$ cat config.mk
export PLATFORM = sky130hd
export DESIGN_NAME = i2s_adc_rx
export DESIGN_NICKNAME = d
export VERILOG_FILES = /design/src/rtl/i2s_adc_rx.sv
export SDC_FILE = /design/constraint.sdc
export NUM_CORES = 1
export LEC_CHECK = 0
export ABC_AREA = 1
export CORE_MARGIN = 10
export CORE_UTILIZATION = 48
export CTS_CLUSTER_SIZE = 16
export DETAILED_ROUTE_END_ITERATION = 8
export PLACE_DENSITY = 0.68
export SYNTH_ARGS = -nofsm -noshare
export SYNTH_HDL_FRONTEND = slang
export SYNTH_SLANG_ARGS = --single-unit
$ cat constraint.sdc
create_clock -name clk -period 12.3 [get_ports clk]
set_input_delay 3.69 -clock clk [delete_from_list [all_inputs] [get_ports clk]]
set_output_delay 3.69 -clock clk [all_outputs]
set_load 0.05 [all_outputs]
$ cat src/rtl/i2s_adc_rx.sv
// I2S capture receiver: oversamples the codec BCLK/LRCK/DAT pins, deserialises
// left/right words and queues stereo pairs in a show-ahead FIFO with valid/ready.
module i2s_adc_rx #(
  parameter int DATA_WIDTH  = 16,
  parameter int FIFO_DEPTH  = 8,
  parameter int SYNC_STAGES = 2
) (
  input  logic                          clk,
  input  logic                          reset,
  input  logic                          enable,
  input  logic                          audio_BCLK,
  input  logic                          audio_ADCLRCK,
  input  logic                          audio_ADCDAT,
  output logic [DATA_WIDTH-1:0]         sample_left,
  output logic [DATA_WIDTH-1:0]         sample_right,
  output logic                          sample_valid,
  input  logic                          sample_ready,
  output logic [$clog2(FIFO_DEPTH):0]   fifo_level,
  output logic                          overflow,
  output logic                          frame_error,
  input  logic                          clear_flags
);

  localparam int PTR_W = $clog2(FIFO_DEPTH);
  localparam int LVL_W = PTR_W + 1;
  localparam int CNT_W = $clog2(DATA_WIDTH + 1);
  localparam logic [CNT_W-1:0] WORD_LAST = CNT_W'(DATA_WIDTH);
  localparam logic [LVL_W-1:0] LVL_FULL  = LVL_W'(FIFO_DEPTH);

  typedef enum logic [1:0] {IDLE, SYNC, SHIFT, HOLD} state_t;

  // Each stage carries {bclk, lrck, dat} so all three see identical delay.
  logic [2:0] sync_reg [SYNC_STAGES];

  genvar gi;
  generate
    for (gi = 0; gi < SYNC_STAGES; gi++) begin : g_sync
      if (gi == 0) begin : g_first
        always_ff @(posedge clk) begin
          if (reset) sync_reg[gi] <= '0;
          else       sync_reg[gi] <= {audio_BCLK, audio_ADCLRCK, audio_ADCDAT};
        end
      end else begin : g_rest
        always_ff @(posedge clk) begin
          if (reset) sync_reg[gi] <= '0;
          else       sync_reg[gi] <= sync_reg[gi-1];
        end
      end
    end
  endgenerate

  logic bclk_s, lrck_s, dat_s;
  assign {bclk_s, lrck_s, dat_s} = sync_reg[SYNC_STAGES-1];

  logic bclk_prev_reg, lrck_prev_reg;
  logic brise, boundary;
  assign brise    = bclk_s & ~bclk_prev_reg;
  assign boundary = lrck_s != lrck_prev_reg;

  always_ff @(posedge clk) begin
    if (reset) begin
      bclk_prev_reg <= 1'b0;
      lrck_prev_reg <= 1'b0;
    end else begin
      bclk_prev_reg <= bclk_s;
      if (brise) lrck_prev_reg <= lrck_s;
    end
  end

  state_t                 state_reg;
  logic                   channel_reg;
  logic [CNT_W-1:0]       count_reg;
  logic [DATA_WIDTH-1:0]  shift_reg;
  logic [DATA_WIDTH-1:0]  left_hold_reg;
  logic                   left_valid_reg;

  logic [DATA_WIDTH-1:0]   shift_next;
  logic [CNT_W-1:0]        count_inc;
  logic                    word_done;
  logic                    push_req;
  logic [2*DATA_WIDTH-1:0] push_data;
  logic                    frame_err_set;

  always_comb begin
    shift_next    = {shift_reg[DATA_WIDTH-2:0], dat_s};
    count_inc     = count_reg + CNT_W'(1);
    word_done     = enable && brise && (state_reg == SHIFT) && !boundary && (count_inc == WORD_LAST);
    push_req      = word_done && channel_reg && left_valid_reg;
    push_data     = {left_hold_reg, shift_next};
    frame_err_set = enable && brise && (state_reg == SHIFT) && boundary;
  end

  always_ff @(posedge clk) begin
    if (reset) begin
      state_reg      <= IDLE;
      channel_reg    <= 1'b0;
      count_reg      <= '0;
      shift_reg      <= '0;
      left_hold_reg  <= '0;
      left_valid_reg <= 1'b0;
    end else if (!enable) begin
      state_reg      <= IDLE;
      count_reg      <= '0;
      left_valid_reg <= 1'b0;
    end else begin
      case (state_reg)
        IDLE: state_reg <= SYNC;
        SYNC: begin
          if (brise && boundary && !lrck_s) begin
            state_reg   <= SHIFT;
            channel_reg <= 1'b0;
            count_reg   <= '0;
          end
        end
        SHIFT: begin
          if (brise) begin
            if (boundary) begin
              // Short slot: drop the partial word and restart on the new channel.
              channel_reg <= lrck_s;
              count_reg   <= '0;
              if (lrck_s) left_valid_reg <= 1'b0;
            end else begin
              shift_reg <= shift_next;
              count_reg <= count_inc;
              if (word_done) begin
                state_reg <= HOLD;
                if (!channel_reg) begin
                  left_hold_reg  <= shift_next;
                  left_valid_reg <= 1'b1;
                end else begin
                  left_valid_reg <= 1'b0;
                end
              end
            end
          end
        end
        HOLD: begin
          if (brise && boundary) begin
            state_reg   <= SHIFT;
            channel_reg <= lrck_s;
            count_reg   <= '0;
          end
        end
        default: state_reg <= IDLE;
      endcase
    end
  end

  logic [2*DATA_WIDTH-1:0] mem [FIFO_DEPTH];
  logic [PTR_W-1:0]        wr_ptr_reg, rd_ptr_reg, rd_ptr_next;
  logic [LVL_W-1:0]        level_reg, level_next;
  logic [2*DATA_WIDTH-1:0] head_reg;
  logic                    overflow_reg, frame_error_reg;
  logic                    pop, push_ok, full;

  assign sample_valid = level_reg != '0;
  assign full         = level_reg == LVL_FULL;
  assign pop          = sample_valid && sample_ready;
  assign push_ok      = push_req && (!full || pop);

  always_comb begin
    rd_ptr_next = pop ? rd_ptr_reg + PTR_W'(1) : rd_ptr_reg;
    level_next  = level_reg;
    if (push_ok && !pop)      level_next = level_reg + LVL_W'(1);
    else if (!push_ok && pop) level_next = level_reg - LVL_W'(1);
  end

  always_ff @(posedge clk) begin
    if (push_ok) mem[wr_ptr_reg] <= push_data;
  end

  always_ff @(posedge clk) begin
    if (reset) begin
      wr_ptr_reg <= '0;
      rd_ptr_reg <= '0;
      level_reg  <= '0;
      head_reg   <= '0;
    end else begin
      if (push_ok) wr_ptr_reg <= wr_ptr_reg + PTR_W'(1);
      rd_ptr_reg <= rd_ptr_next;
      level_reg  <= level_next;
      // Bypass the incoming pair when it lands exactly at the new head slot.
      if (level_next != '0) begin
        if (push_ok && (wr_ptr_reg == rd_ptr_next)) head_reg <= push_data;
        else                                        head_reg <= mem[rd_ptr_next];
      end
    end
  end

  always_ff @(posedge clk) begin
    if (reset) begin
      overflow_reg    <= 1'b0;
      frame_error_reg <= 1'b0;
    end else if (clear_flags) begin
      overflow_reg    <= 1'b0;
      frame_error_reg <= 1'b0;
    end else begin
      if (push_req && !push_ok) overflow_reg    <= 1'b1;
      if (frame_err_set)        frame_error_reg <= 1'b1;
    end
  end

  assign sample_left  = head_reg[2*DATA_WIDTH-1:DATA_WIDTH];
  assign sample_right = head_reg[DATA_WIDTH-1:0];
  assign fifo_level   = level_reg;
  assign overflow     = overflow_reg;
  assign frame_error  = frame_error_reg;

endmodule
### Clock network drawn from the DEF, run 1

Scale bar: 50 um.
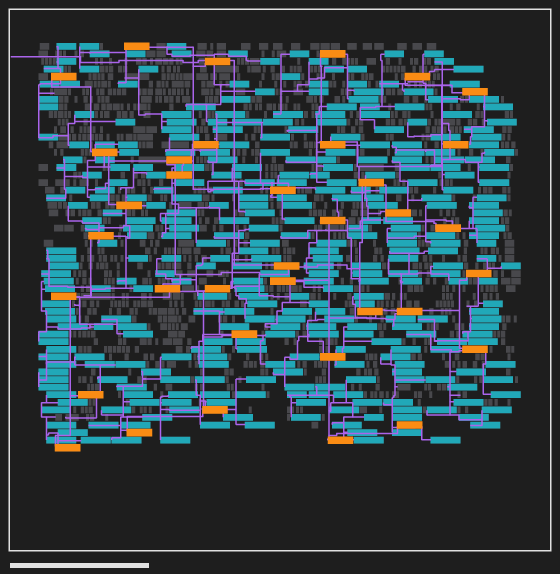
Key: orange = clock-net drivers [count 36]; purple = clock wires [length 3,970 um]; cyan = flip-flops [count 348]
There are 37 routed clock nets.

### Drive-strength map, run 1

Scale bar: 50 um.
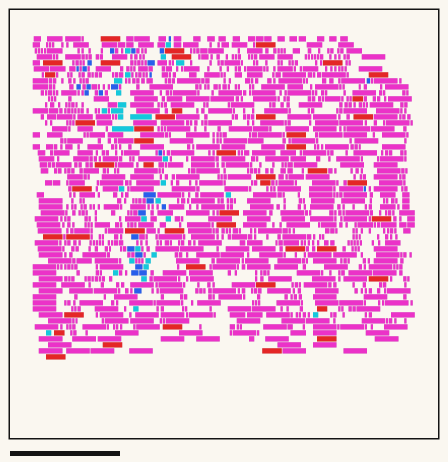
Key: red = x6 and larger [cells 47, share 3.1%]; magenta = x1 and smaller [cells 1,402, share 93%]; blue = x2 [cells 28, share 1.9%]; cyan = x3 and x4 [cells 30, share 2.0%]

### Metal 4, run 1

Supply wires on this layer in gray.
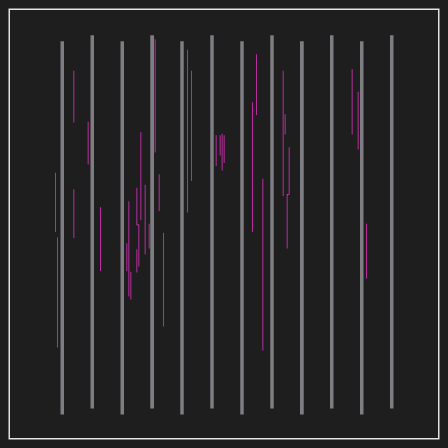
24 nets have wire on it. The wires run mostly vertical. The longest straight run is 77.5 um. The layer holds 2.8% of the routed length. The layer carries 1,000 um of wire.

## run 1: power by group
part / leakage [nW] / internal (mW) / total (mW) / switching (mW)
registers: 2.94 / 1.30 / 1.35 / 0.0446
clock network: 0.568 / 0.642 / 1.07 / 0.432
logic: 2.76 / 0.552 / 1.90 / 1.35
total: 6.27 / 2.50 / 4.32 / 1.83
## run 1: final timing paths
| path | to | cells past startpoint |
|---|---|---|
| max | mem[7][19]$_DFFE_PP_ | 13 |
| max reg2reg | head_reg[3]$_SDFFE_PP0P_ | 15 |
| min reg2reg | sync_reg[1][1]$_SDFF_PP0_ | 2 |
| min | sync_reg[1][1]$_SDFF_PP0_ | 2 |
## run 1: final cells by class
cell class                      instances  area (um^2)  area share [%]
Timing Repair Buffer                   69          633            3.84
Inverter                              100          377            2.29
Clock inverter                          6         53.8           0.327
Clock buffer                           58         1120            6.78
Multi-Input combinational cell        926         4270            25.9
Tap cell                              390          488            2.96
Sequential cell                       348         9530            57.9
## run 1: cells by family after synthesis
| family | share of synthesized area [%] |
|---|---|
| buf+inv | 5.40 |
| xor+xnor | 0.715 |
| fa+ha+maj | 0.517 |
| compound gates | 2.52 |
| flops | 65.6 |
| simple gates | 25.2 |
## run 1: worst reg2reg max path: cells and delay by family, from the launching register on
kind,cells,cell delay [ns]
DFF,1,0.41
adders and majority gates,1,0.25
and+or+nand+nor,10,1.28
buffers and inverters,3,1.49
xor gates and xnor gates,1,0.44
## run 1: cells in the final DEF, fill, tap and decap left out, types with 24 or more instances in the layout
master and instances:
nand2_1 420, nor2_1 119, edfxtp_1 256, inv_1 95, dfxtp_1 92, nand3_1 246, a21oi_1 24, clkdlybuf4s50_1 46
nand4_1 37, clkbuf_16 39
## run 1: through the flow
step / setup WS [ns] / power [mW] / hold slack, ns
after floorplan: 4.76 / 2.78 / 0.388
after global placement: 4.99 / 3.25 / 0.389
after detailed placement: 4.87 / 3.27 / 0.394
after CTS: 5.39 / 4.35 / 0.403
after global routing: 5.07 / 4.64 / 0.430
final: 5.37 / 4.32 / 0.401
## run 1: per-layer routing
layer	share of wire [%]	vias to the layer above	track usage, %
li1	-	4982	-
met2	46	412	30.5
met1	43	5029	25.9
met5	0	-	0
met3	8.1	79	3.30
met4	2.8	0	6.56
==> results.txt, run 1 <==
yosys + openroad results -> status=completed, # fillers=2,548, total die area=37,600 um^2, CTS root buffer=clkbuf_16, top cells by count=nand2_1, edfxtp_1, nand3_1, warnings from Yosys=0, Post-Syn Instances=1,459, max reg flops=256, Vias/cell=5.54, Async SR Flop Fraction=0%, flip-flops with a built-in enable=256, top cells by area, synth=edfxtp_1, dfxtp_1, nand2_1, fin cells=1,897, Hold Path Class=register to register, Worst-Margin Slew=1.27 ns, worst-path cell chain=clkdlybuf4s50_1 -> nand3_1 -> nor2_2 -> nand2_2 -> nor2_2 -> nand3_2 -> nor2_4 -> buf_4 -> inv_1 -> nor2_1 -> inv_1 -> nor3_2 -> buf_4, core footprint=29,700 um^2, sequential share of the synthesized area=65.6%, Post-Syn Nets=1,473, Post-Route WL=36,100 um, Clock Sinks=348, Worst Path Buf+Inv=5, CTS Hold Bufs=0, drt first-iter violations=1,139, Tmin final=6.93 ns, CTS tree=done, Max Cap Viol=0, Rows=63, vias post-DR=10,500, Ant. Diodes=0, Worst-Skew Late Latency=0.52 ns, YS chip area=14,500 um^2, Fmax=144 MHz, Die Height=194 um, Worst EP arrival=7.09 ns, dpl hpwl=20,600 um, pwr dens=263 nW/um^2, Crit Path Class=input pin to register, #FFs+latches synth=348, main flop type=edfxtp_1, pin count of the biggest net entering global routing=97, routability cong.=0.862, Netlist Area Pre-Place=14,500 um^2, CP max stage delay=0.61 ns, Hold Startpoint=sync_reg[0][1]$_SDFF_PP0_, fp util=48.9%, Die W=194 um, crit-path leading delay family=buffers and inverters, Crit. End Element=register, CTS clk-pin slew, worst paths=0.06 ns, initial antenna violation count=0, worst vdd ir=171 uV, Pleak=6.27 nW, H-tree depth=2, CP max-delay cell=nor3_2, DP Area=15,300 um^2, share of cells above drive strength 1=6.97%, synthesized area per cell=9.95 um^2, WL per Instance=19.0 um, RSZ-0062 raised after global routing=false, crit start category=input pin, Syn-to-layout area delta=13.4%, setup bufs post-CTS=0
### Register map, names as in the netlist, run 1

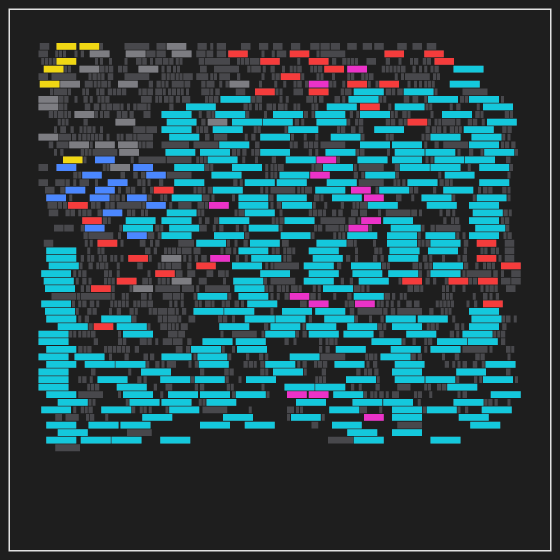

## Run 2: what changed since run 1
--- a/config.mk
+++ b/config.mk
@@ -10,7 +10,7 @@
 export CORE_UTILIZATION = 48
 export CTS_CLUSTER_SIZE = 16
 export DETAILED_ROUTE_END_ITERATION = 8
-export PLACE_DENSITY = 0.68
+export PLACE_DENSITY = 0.7
 export SYNTH_ARGS = -nofsm -noshare
 export SYNTH_HDL_FRONTEND = slang
 export SYNTH_SLANG_ARGS = --single-unit
==> constraint.sdc (replaced) <==
create_clock -name clk -period 5.6 [get_ports clk]
set_input_delay 1.68 -clock clk [delete_from_list [all_inputs] [get_ports clk]]
set_output_delay 1.68 -clock clk [all_outputs]
set_load 0.05 [all_outputs]
### Register map, names as in the netlist, run 2

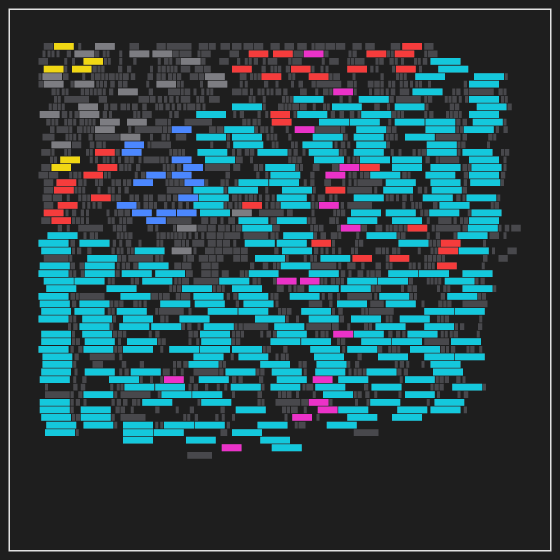
Key: blue = shift_reg [sequential cells 15]; yellow = sync_reg [sequential cells 6, where upper left]; red = head_reg [sequential cells 32]; magenta = left_hold_reg [sequential cells 16]; cyan = mem [sequential cells 256]
Another 23 sequential cells are not colored.

### Metal 4, run 2

Supply wires on this layer in gray.
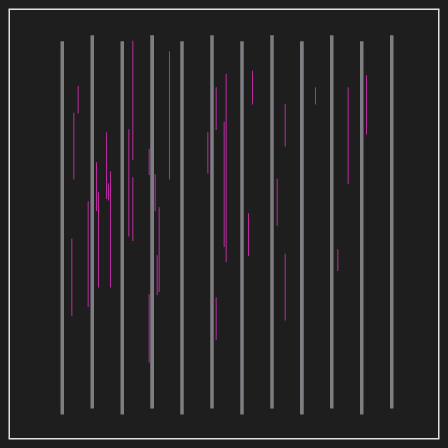
20 nets have wire on it. The wires run mostly vertical. The layer carries 970 um of wire.

==> run 2 against run 1 <==
Effect of this change: routed wire length is 0.95% lower; count of clock-buffer cells in the layout down 5; die area stayed put; register-to-register slack worse by 5.9 ns; clock power is 110% higher; total power grew 120%; final cell count rose by 0.74%; global-route usage down 0.68 points; via count is 0.18% higher; sequential share of layout area fell by 0.21 points.
==> results.txt, run 2 <==
yosys + openroad results -> fin nets=1,507 (was 1,495), #FFs+latches synth=348 (unchanged), initial antenna violation count=0 (unchanged), Async SR Flop Fraction=0% (unchanged), Crit Path Class=input pin to register (unchanged), Post-Syn Instances=1,459 (unchanged), worst-case clock buffer depth=3 (unchanged), DRC viols=0 (unchanged), vias in the first global route=10,100 (was 10,400), pin count of the biggest net entering global routing=131 (was 97), Fmax=238 MHz, share of cells above drive strength 1=7.76% (was 6.97%), fp util=48.9% (unchanged), Final setup viols=0 (unchanged), Netlist Area Pre-Place=14,500 um^2 (unchanged), CTS Buf Count=36 (unchanged), core footprint=29,700 um^2 (unchanged), total die area=37,600 um^2 (unchanged), Pleak=6.32 nW (was 6.27 nW), first-pass iteration count of the detailed router=6 (was 5), # fillers=2,476 (was 2,548), max reg flops=256 (unchanged), H-tree depth=2 (unchanged), Final Max-Slew Violation Tally=0 (unchanged), port bufs=46 (unchanged), Die Height=194 um (unchanged), cell depth of the worst flop-to-flop path=17 (was 15), pwr dens=571 nW/um^2 (was 263 nW/um^2), CTS root buffer=clkbuf_16 (unchanged), synthesized area per cell=9.95 um^2 (unchanged), warnings from Yosys=0 (unchanged), Syn-to-layout area delta=13.8% (was 13.4%), Max Cap Viol=0 (unchanged), Worst EP arrival=4.37 ns (was 7.09 ns), FF-to-FF setup slack=2.45 ns (was 8.35 ns), Vias/cell=5.51 (was 5.54), Final ANT Viol Nets=0 (unchanged), Log Warnings=32 (was 28), Worst-Skew Late Latency=0.52 ns (about the same), Cell Type Count=30 (unchanged), cell count in the Yosys report=1,459 (unchanged), Synth top cell by count=nand2_1 (unchanged), r2r endpoint=head_reg[23]$_SDFFE_PP0P_ (was head_reg[3]$_SDFFE_PP0P_), top cells by area, synth=edfxtp_1, dfxtp_1, nand2_1 (unchanged), YS chip area=14,500 um^2 (unchanged), Post-Syn Nets=1,473 (unchanged), final worst path period share=75.2%, CTS Hold Bufs=0 (unchanged), flip-flops with a built-in enable=256 (unchanged), CTS clk-pin slew, worst paths=0.06 ns (about the same), RR Startpoint=count_reg[0]$_SDFFE_PP0P_ (was fifo_level[0]$_SDFF_PP0_), main flop type=edfxtp_1 (unchanged), relative slew slack=39.8% (was 15.2%), Synth top area share=52.9% (unchanged), top cells by count=nand2_1, edfxtp_1, nand3_1 (unchanged), routability cong.=0.810 (was 0.862), final setup TNS=0 ns (unchanged), CP max-delay cell=clkdlybuf4s50_1 (was nor3_2), worst path required time=5.76 ns (was 12.46 ns), CP max stage delay=0.50 ns (was 0.61 ns), Worst-Margin Slew=0.901 ns (was 1.27 ns), Crit. End Element=register (unchanged), CTS resizes=0 (unchanged), Clock Skews=0.0159 ns (was 0.0147 ns), Ant. Diodes=0 (unchanged), Hold Path Class=register to register (unchanged), crit start category=input pin (unchanged), Hold Vio Cnt, Final=0 (unchanged), worst-path cell chain=clkdlybuf4s50_1 -> nand3_1 -> nor2_2 -> nand2_2 -> nor2_2 -> nand3_2 -> nor2_4 -> inv_1 -> nor2_1 -> inv_1 -> nor3_2 -> buf_4 (was clkdlybuf4s50_1 -> nand3_1 -> nor2_2 -> nand2_2 -> nor2_2 -> nand3_2 -> nor2_4 -> buf_4 -> inv_1 -> nor2_1 -> inv_1 -> nor3_2 -> buf_4), RSZ-0062 raised after global routing=false (unchanged), Worst Setup SP=enable (unchanged), global-route wire length before repair=56,800 um (was 58,200 um), status=completed (unchanged), Critical Path Fanout Max=25 (was 40), Rows=63 (unchanged), worst vdd ir=562 uV (was 171 uV), I/O Pins=47 (unchanged), dpl hpwl=21,000 um (was 20,600 um), CTS tree=done (unchanged), setup bufs post-CTS=0 (unchanged), drt first-iter violations=896 (was 1,139), Post-Route WL=35,800 um (was 36,100 um), Congestion Overflow GR=0 (unchanged), total global-route track usage=18.4% (was 19.1%), WL per Instance=18.7 um (was 19.0 um), Pwr Total=9.45 mW (was 4.32 mW), Die W=194 um (unchanged), vias post-DR=10,500 (about the same), Worst setup endpoint=mem[7][24]$_DFFE_PP_ (was mem[7][19]$_DFFE_PP_), Top cell excl fill/tap=nand2_1 (unchanged), sequential share of the synthesized area=65.6% (unchanged), Tmin final=4.21 ns, Final Core Density=55.6% (was 55.4%), Synth area leader=edfxtp_1 (unchanged), Clock Sinks=348 (unchanged), most frequent cells in the layout=nand2_1, edfxtp_1, nand3_1 (unchanged)
run 2: cell types whose count changed in the layout (fill, tap and decap cells not counted), moves of 2 or more:
cell	delta
clkinv_2	+5
clkbuf_8	-4
inv_6	+2
buf_4	+10
clkbuf_16	-2
buf_12	+2
run 2: worst min-delay path by stage:
stage | start | endpoint | slack, ns | cells after the start
global route | sync_reg[0][1]$_SDFF_PP0_ | sync_reg[1][1]$_SDFF_PP0_ | 0.44 | 2
CTS | sync_reg[0][1]$_SDFF_PP0_ | sync_reg[1][1]$_SDFF_PP0_ | 0.41 | 2
floorplan | sync_reg[0][0]$_SDFF_PP0_ | sync_reg[1][0]$_SDFF_PP0_ | 0.39 | 2
global placement | sync_reg[0][0]$_SDFF_PP0_ | sync_reg[1][0]$_SDFF_PP0_ | 0.39 | 2
detailed placement | sync_reg[0][1]$_SDFF_PP0_ | sync_reg[1][1]$_SDFF_PP0_ | 0.40 | 2
finish | sync_reg[0][1]$_SDFF_PP0_ | sync_reg[1][1]$_SDFF_PP0_ | 0.40 | 2
run 2: power breakdown:
part	switching [mW]	internal, mW
Sequential	0.102	2.87
Clock	0.963	1.31
Combinational	2.98	1.23
run 2: area by class of cell:
| class | count | area, um^2 | share of cell area, % |
|---|---|---|---|
| flip-flops and latches | 348 | 9530 | 57.6 |
| multi-input cells | 926 | 4270 | 25.8 |
| clock buffers | 53 | 1020 | 6.15 |
| repair buffers | 81 | 748 | 4.53 |
| well taps | 390 | 488 | 2.95 |
| inverters | 100 | 377 | 2.28 |
| clock inverters | 13 | 100 | 0.606 |
run 2: worst max-delay path, delay by kind of cell:
family / cells / cell delay [ns]
and+or+nand+nor: 8 / 1.46
buffers and inverters: 4 / 1.20
run 2: kinds of logic after synthesis:
group                    Yosys count  share of synthesized area, %
AND/OR/NAND/NOR                  849                          25.2
flip-flops                       348                          65.6
buffers and inverters            185                          5.40
AND-OR/OR-AND                     63                          2.52
XOR/XNOR                           8                         0.715
adder cells (fa/ha/maj)            6                         0.517
run 2: routing by layer:
layer	global-route usage, %	wire length [um]	vias up
li1	-	-	4993
met1	24.5	15600	5087
met2	30.4	17200	366
met3	2.73	2030	75
met4	6.02	970	0
met5	0	0	-
run 2: stage by stage:
stage | cell area [um^2] | setup WS, ns | std cells | hold WS, ns
final | 16500 | 1.39 | 1911 | 0.403
after global routing | 16500 | 1.05 | 1911 | 0.439
after CTS | 16500 | 1.39 | 1911 | 0.405
after detailed placement | 15400 | 0.875 | 1845 | 0.398
after global placement | 15400 | 1.01 | 1845 | 0.391
after floorplan | 14500 | 0.0688 | 1459 | 0.388
### Clock network drawn from the DEF, run 2

Scale bar: 50 um.
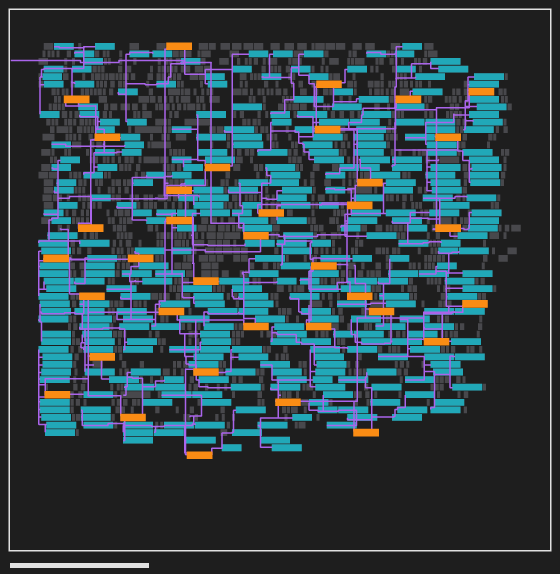

## Run 3: what changed since run 2
==> constraint.sdc (replaced) <==
create_clock -name clk -period 3.5 [get_ports clk]
set_input_delay 1.05 -clock clk [delete_from_list [all_inputs] [get_ports clk]]
set_output_delay 1.05 -clock clk [all_outputs]
set_load 0.05 [all_outputs]
### Clock network drawn from the DEF, run 3

Scale bar: 50 um.
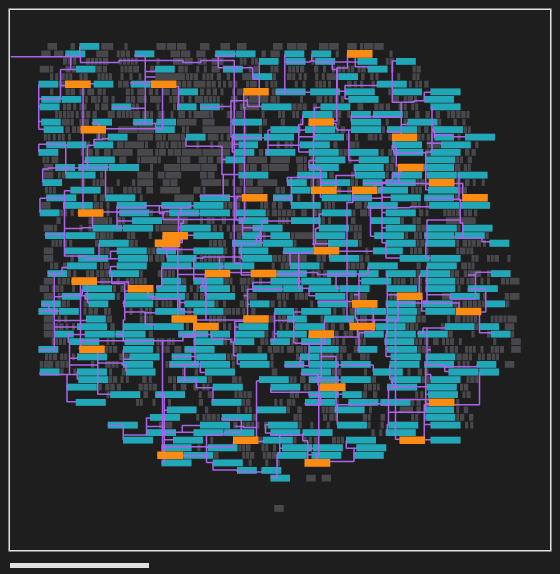
Key: orange = clock-net drivers [count 36]; purple = clock wires [length 3,920 um]; cyan = flip-flops [count 348]
There are 37 routed clock nets.

### Clock routing, run 3

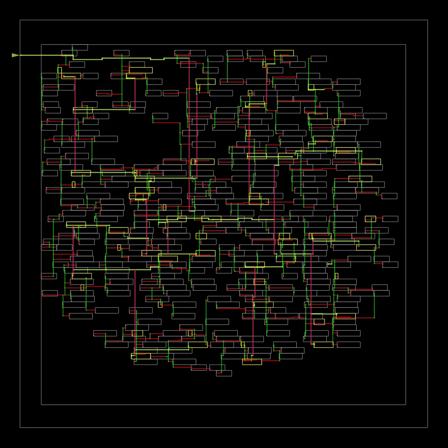
Clock Skews: 0.0200 ns
Clock Sinks: 348
Clk. pwr: 3.79 mW

==> run 3 against run 2 <==
Effect of this change: global-route usage grew 0.46 points; worst hold slack worse by 0.0013 ns; non-clock buffer count increased by 19; sequential power up 59%; first-iteration DRC count increased by 9.2%; combinational power grew 73%; critical path depth fell by 8; total power rose by 67%; clock power is 66% higher; critical path type is now register to output port; largest cell class unchanged; highest routed layer is now met5.
==> results.txt, run 3 <==
yosys + openroad results -> Synth top cell by count=nand2_1 (unchanged), vias post-DR=10,600 (was 10,500), vias in the first global route=10,500 (was 10,100), fin worst setup slack=0.224 ns (was 1.39 ns), Ant. Diodes=0 (unchanged), Vias/cell=5.47 (was 5.51), CP max stage delay=0.81 ns (was 0.50 ns), Congestion Overflow GR=0 (unchanged), Crit. End Element=output port (was register), pin count of the biggest net entering global routing=69 (was 131), Hold Path Class=register to register (unchanged), total die area=37,600 um^2 (unchanged), sequential share of the synthesized area=65.6% (unchanged), relative slew slack=58.6% (was 39.8%), Netlist Area Pre-Place=14,500 um^2 (unchanged), core footprint=29,700 um^2 (unchanged), top cells by count=nand2_1, edfxtp_1, nand3_1 (unchanged), I/O Pins=47 (unchanged), DRC viols=0 (unchanged), top cells by area, synth=edfxtp_1, dfxtp_1, nand2_1 (unchanged), worst vdd ir=984 uV (was 562 uV), Die Height=194 um (unchanged), Final Max-Slew Violation Tally=0 (unchanged), first-pass iteration count of the detailed router=6 (unchanged), CTS Buf Count=36 (unchanged), H-tree depth=2 (unchanged), setup bufs post-CTS=0 (unchanged), Syn-to-layout area delta=17.3% (was 13.8%), Max Cap Viol=0 (unchanged), Post-Syn Nets=1,473 (unchanged), synthesized area per cell=9.95 um^2 (unchanged), Worst-Margin Slew=0.616 ns (was 0.901 ns), Synth top area share=52.9% (unchanged), cell count in the Yosys report=1,459 (unchanged), total global-route track usage=18.9% (was 18.4%), fp util=48.9% (unchanged), final worst path period share=93.6%, initial antenna violation count=1 (was 0), Fmax=305 MHz, CTS tree=done (unchanged), Crit Path Class=register to output port (was input pin to register), RSZ-0062 raised after global routing=false (unchanged), Post-Syn Instances=1,459 (unchanged), drt first-iter violations=978 (was 896), Final ANT Viol Nets=0 (unchanged), Hold Vio Cnt, Final=0 (unchanged), #FFs+latches synth=348 (unchanged), Async SR Flop Fraction=0% (unchanged), global-route wire length before repair=57,800 um (was 56,800 um), Die W=194 um (unchanged), CTS Hold Bufs=0 (unchanged), dpl ws=0.0818 ns (was 0.875 ns), CTS resizes=0 (unchanged), CTS root buffer=clkbuf_16 (unchanged), crit-path leading delay family=buffers and inverters (was simple AND/OR/NAND/NOR gates), Log Warnings=29 (was 32), warnings from Yosys=0 (unchanged), flip-flops with a built-in enable=256 (unchanged), Worst-Skew Late Latency=0.52 ns (about the same), pwr dens=925 nW/um^2 (was 571 nW/um^2), status=completed (unchanged), fin nets=1,526 (was 1,507), Pleak=6.54 nW (was 6.32 nW), share of cells above drive strength 1=9.23% (was 7.76%), CTS clk-pin slew, worst paths=0.06 ns (about the same), WL per Instance=19.0 um (was 18.7 um), worst-case clock buffer depth=3 (unchanged), max reg flops=256 (unchanged), Critical Path Fanout Max=5 (was 25), port bufs=46 (unchanged), CP max-delay cell=clkdlybuf4s50_1 (unchanged), Rows=63 (unchanged), routability cong.=0.802 (was 0.810), Pwr Total=15.8 mW (was 9.45 mW), dpl hpwl=21,000 um (about the same), YS chip area=14,500 um^2 (unchanged), crit start category=register (was input pin), Final setup viols=0 (unchanged), Worst Path Buf+Inv=2 (was 4), Worst EP arrival=2.23 ns (was 4.37 ns), worst-path cell chain=inv_1 -> ha_1 -> nand3_2 -> clkdlybuf4s50_1 (was clkdlybuf4s50_1 -> nand3_1 -> nor2_2 -> nand2_2 -> nor2_2 -> nand3_2 -> nor2_4 -> inv_1 -> nor2_1 -> inv_1 -> nor3_2 -> buf_4), most frequent cells in the layout=nand2_1, edfxtp_1, nand3_1 (unchanged), Tmin final=3.28 ns, Post-Route WL=36,500 um (was 35,800 um), Cell Type Count=30 (unchanged), worst path required time=2.45 ns (was 5.76 ns), Top cell excl fill/tap=nand2_1 (unchanged), Synth area leader=edfxtp_1 (unchanged), main flop type=edfxtp_1 (unchanged)
-- run 3: through the flow --
stage	cells	instance area [um^2]	setup TNS [ns]	hold WS (ns)	util [%]
CTS	1928	17000	0	0.405	57.3
detailed placement	1864	15900	0	0.396	53.4
global route	1928	17000	0	0.417	57.3
global placement	1864	15900	0	0.395	53.4
finish	1928	17000	0	0.402	57.3
floorplan	1459	14600	-43.89	0.388	-
-- run 3: final cells by class --
cell class	count	area, um^2
Clock buffer	54	1070
Clock inverter	10	101
Fill cell	2411	12700
Inverter	100	377
Multi-Input combinational cell	926	4330
Sequential cell	348	9530
Tap cell	390	488
Timing Repair Buffer	100	1140
-- run 3: worst min-delay path: cells and delay by family, from the launching register on --
family / cells / cell delay [ns]
DFF: 1 / 0.29
and+or+nand+nor: 1 / 0.03
buffers and inverters: 1 / 0.04
-- run 3: path summary, 6_finish.rpt --
kind / startpoint / end / slack, ns / cells past startpoint
max: fifo_level[0]$_SDFF_PP0_ / sample_valid / 0.22 / 4
min: sync_reg[0][0]$_SDFF_PP0_ / sync_reg[1][0]$_SDFF_PP0_ / 0.40 / 2
max reg2reg: fifo_level[0]$_SDFF_PP0_ / head_reg[23]$_SDFFE_PP0P_ / 0.81 / 15
min reg2reg: sync_reg[0][0]$_SDFF_PP0_ / sync_reg[1][0]$_SDFF_PP0_ / 0.40 / 2
-- run 3: kinds of logic (layout without fill, tap and decap cells) --
family / after synthesis / count (layout) / synth area share [%]
simple gates: 849 / 849 / 25.2
flops: 348 / 348 / 65.6
buf+inv: 185 / 264 / 5.40
compound gates: 63 / 63 / 2.52
xor+xnor: 8 / 8 / 0.715
fa+ha+maj: 6 / 6 / 0.517
-- run 3: per-layer routing --
layer / global-route usage, % / up-vias / routed length (um) / share of wire (%)
li1: - / 5030 / - / -
met1: 24.2 / 5021 / 15300 / 42
met2: 31.4 / 419 / 17600 / 48
met3: 3.28 / 79 / 2630 / 7.2
met4: 7.04 / 2 / 1020 / 2.8
met5: 0 / - / 13 / 0.036
-- run 3: where the power goes --
group / internal [mW] / switching, mW
logic: 2.33 / 4.92
clock network: 2.26 / 1.53
registers: 4.59 / 0.133
total: 9.17 / 6.58
Power is estimated from default activity; no workload was simulated.
